pdn.png
Bar = 20 µm. Pins as bars on the die edge.
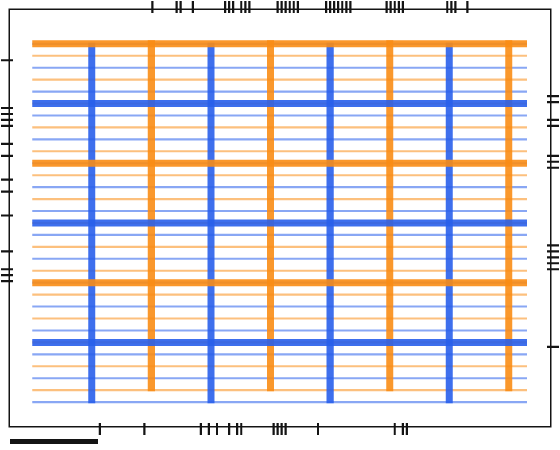
cell_classes.png
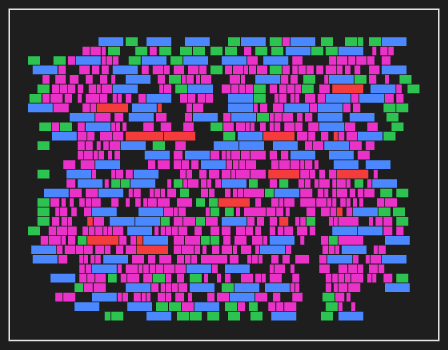
clock_map.png
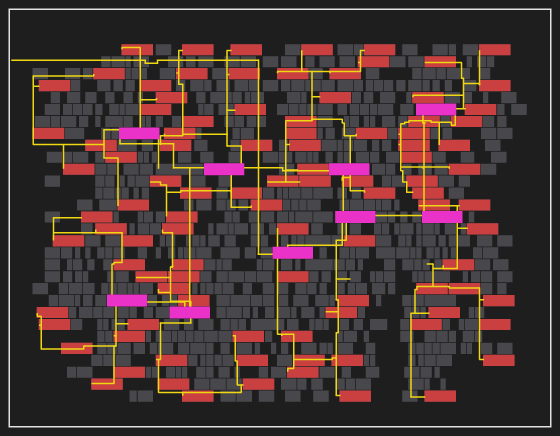
**src/rtl/irq_tick_pkg.sv**
```systemverilog
// irq_tick_pkg: shared FSM encoding and limits for the periodic interrupt generator
package irq_tick_pkg;
  typedef enum logic [1:0] {
    S_IDLE  = 2'd0,
    S_COUNT = 2'd1,
    S_REQ   = 2'd2,
    S_HOLD  = 2'd3
  } state_t;
  localparam int MIN_PERIOD = 2;
endpackage

```
**src/rtl/edge_det.sv**
```systemverilog
// edge_det: 1-bit rising-edge detector with synchronous active-low reset
module edge_det (
  input  logic clk,
  input  logic srst_n,
  input  logic i_sig,
  output logic o_rise
);
  logic r_d;
  always_ff @(posedge clk) r_d <= srst_n ? i_sig : 1'b0;
  assign o_rise = i_sig & ~r_d;
endmodule

```
**src/rtl/irq_tick_gen.sv**
```systemverilog
// irq_tick_gen: programmable periodic level interrupt with ack, hold-off gap and overrun counting
module irq_tick_gen
  import irq_tick_pkg::*;
#(
  parameter int CNT_W      = 27,
  parameter int DEF_PERIOD = 2**26,
  parameter int HOLD_CYC   = 4,
  parameter int OVR_W      = 8
) (
  input  logic             clk,
  input  logic             srst_n,
  input  logic             enable,
  input  logic             period_wr,
  input  logic [CNT_W-1:0] period_val,
  input  logic             ovr_clr,
  input  logic             intc_irq,
  output logic             irq_req,
  output logic [OVR_W-1:0] ovr_cnt,
  output logic [31:0]      tick_cnt,
  output logic             busy
);
  localparam int HW = HOLD_CYC > 1 ? $clog2(HOLD_CYC) : 1;
  state_t           r_state;
  logic [CNT_W-1:0] r_period;
  logic [CNT_W-1:0] r_cnt;
  logic [HW-1:0]    r_hold;
  logic             r_pend;
  logic [OVR_W-1:0] r_ovr;
  logic [31:0]      r_tick_cnt;
  logic             w_ack;
  logic             w_tick;
  logic             w_ovr_inc;
  logic [CNT_W-1:0] w_period_new;
  logic [OVR_W-1:0] w_ovr_base;
  edge_det u_ack (
    .clk    (clk),
    .srst_n (srst_n),
    .i_sig  (intc_irq),
    .o_rise (w_ack)
  );
  assign w_period_new = (period_val < CNT_W'(MIN_PERIOD)) ? CNT_W'(MIN_PERIOD) : period_val;
  // a period load restarts the phase, so it swallows a tick landing in the same cycle
  assign w_tick       = (r_state != S_IDLE) && (r_cnt == '0) && !period_wr;
  assign w_ovr_inc    = w_tick && (r_state == S_REQ || r_state == S_HOLD);
  assign w_ovr_base   = ovr_clr ? '0 : r_ovr;
  always_ff @(posedge clk) begin
    if (!srst_n) begin
      r_state    <= S_IDLE;
      r_period   <= CNT_W'(DEF_PERIOD);
      r_cnt      <= '0;
      r_hold     <= '0;
      r_pend     <= 1'b0;
      r_ovr      <= '0;
      r_tick_cnt <= '0;
    end else begin
      if (period_wr) r_period <= w_period_new;
      r_ovr <= (w_ovr_inc && !(&w_ovr_base)) ? w_ovr_base + 1'b1 : w_ovr_base;
      if (w_tick) r_tick_cnt <= r_tick_cnt + 32'd1;
      if (!enable) begin
        r_state <= S_IDLE;
        r_cnt   <= '0;
        r_hold  <= '0;
        r_pend  <= 1'b0;
      end else begin
        r_cnt <= period_wr ? w_period_new - 1'b1 :
                 (r_state == S_IDLE || w_tick) ? r_period - 1'b1 : r_cnt - 1'b1;
        case (r_state)
          S_IDLE:  r_state <= S_COUNT;
          S_COUNT: if (w_tick) r_state <= S_REQ;
          S_REQ: if (w_ack) begin
            r_state <= S_HOLD;
            r_hold  <= HW'(HOLD_CYC - 1);
          end
          S_HOLD: if (r_hold == '0) begin
            r_state <= (r_pend || w_tick) ? S_REQ : S_COUNT;
            r_pend  <= 1'b0;
          end else begin
            r_hold <= r_hold - 1'b1;
            if (w_tick) r_pend <= 1'b1;
          end
        endcase
      end
    end
  end
  assign irq_req  = (r_state == S_REQ);
  assign busy     = (r_state != S_IDLE);
  assign ovr_cnt  = r_ovr;
  assign tick_cnt = r_tick_cnt;
endmodule

```
**config.mk**
```make
export PLATFORM = sky130hd
export DESIGN_NAME = irq_tick_gen
export DESIGN_NICKNAME = d
export VERILOG_FILES = /design/src/rtl/irq_tick_pkg.sv /design/src/rtl/edge_det.sv /design/src/rtl/irq_tick_gen.sv
export SDC_FILE = /design/constraint.sdc
export NUM_CORES = 1
export LEC_CHECK = 0
export CAP_MARGIN = 10
export CORE_ASPECT_RATIO = 0.75
export CORE_MARGIN = 5
export CORE_UTILIZATION = 55
export DETAILED_ROUTE_END_ITERATION = 8
export PLACE_DENSITY = 0.92
export REMOVE_ABC_BUFFERS = 1
export SLEW_MARGIN = 20
export SYNTH_ARGS = -nofsm -noshare
export SYNTH_HDL_FRONTEND = slang
export SYNTH_SLANG_ARGS = --single-unit
```
**constraint.sdc**
```tcl
create_clock -name clk -period 4.2 [get_ports clk]
set_clock_uncertainty 0.05 [all_clocks]
set_input_delay 0.84 -clock clk [delete_from_list [all_inputs] [get_ports clk]]
set_output_delay 0.84 -clock clk [all_outputs]
set_load 0.05 [all_outputs]
```
==> summary.txt <==
Floorplan Utilization: 57.27%
Placed Cells incl. Taps: 811
Max FFs per register: 32
Mapped Cells: 619
Clock Path Buffers: 2
Initial DRC count: 529
Die area: 0.01165 mm²
Fraction of area in multi-input gates: 47.54%
Multi-In Gates: 475
Worst setup startpoint: period_val[20]
P_seq: 1.00 mW
Total power: 2.091 mW
Synth mux share: 4.205%
NonClk Buf Share: 13.87%
Port bufs: 74
Hold_ws: 0.4365 ns
YS chip area: 0.005266 mm²
Post-CTS Resized: 0
Clock buffers: 11
Top power group: sequential cells
P&R area growth vs syn: 22.64%
Clk slew on worst S/H paths: 0.06 ns
Length in cells of the worst reg-to-reg path: 9
Synth cell types: 65
Routed wire length: 14.11 mm
Final HPWL DP: 10.35 mm
Root buffer cell: clkbuf_16
CTS HTree Levels: 3
Metal-1 WL: 6.024 mm
Synth top cells by count: dfxtp_1, nand2_1, nor2_1, and2_1
Comb area: 0.003070 mm²
AO/OA Area Share: 17.46%
EDFF count, synth: 0
Seq/total area: 31.00%
Clock network fraction of design power: 38.5%
Largest area contributor in the netlist: dfxtp_1
Max IR drop VDD: 0.1960 mV
Final Setup Violations: 0
Crit path max fanout: 10
Adder Share, Synth: 0.9503%
Seq cells: 100
Total core area: 0.009196 mm²
Crit path arrival time: 3.75 ns
Final Net Count: 731
Slew @ Worst Pin: 0.7746 ns
Status: completed
Simple share: 28.37%
Worst setup EP type: register
Post-synth ARST share: 0%
DR vias/cell: 5.975
Critical path class: input pin to register
Final antenna-violating net count: 0
Top class by area: combinational gates
Reg2reg start: r_state[0]
CTS buffer count: 9
Startpoint types: input pin
Met2 WL: 6.633 mm
Final min period: 3.563 ns
Ys cells: 619
Max transition margin: 48.24%
Post-synth top flop: dfxtp_1
GRT Max-Usage Layer: met2
Post-cts hold buffer count: 0
Cell Area, Placed: 0.006173 mm²
-- pdn.png (at the start) --
legend:
  orange:
    net: VDD
  blue:
    net: VSS
met4 straps: 8
signal pins: 75
met1 rails: 31
rows: 30
met5 straps: 6

-- cell_classes.png (at the start) --
legend:
  blue:
    class: flip-flops
    cells: 100
    share_of_their_area: 32%
  red:
    class: clock drivers and dummy loads
    cells: 16
    share_of_their_area: 4.5%
  green:
    class: other buffers and delay cells
    cells: 96
    share_of_their_area: 14%
  magenta:
    class: all other logic
    cells: 487
    share_of_their_area: 49%

-- clock_map.png (at the start) --
legend:
  yellow:
    item: clock wires
    length: 1160 µm
  red:
    item: flip-flops
    count: 100
  magenta:
    item: cells driving clock nets
    count: 9
flops lie: spread over the die
routed clock nets: 10

Power and IR drop assume default switching activity.
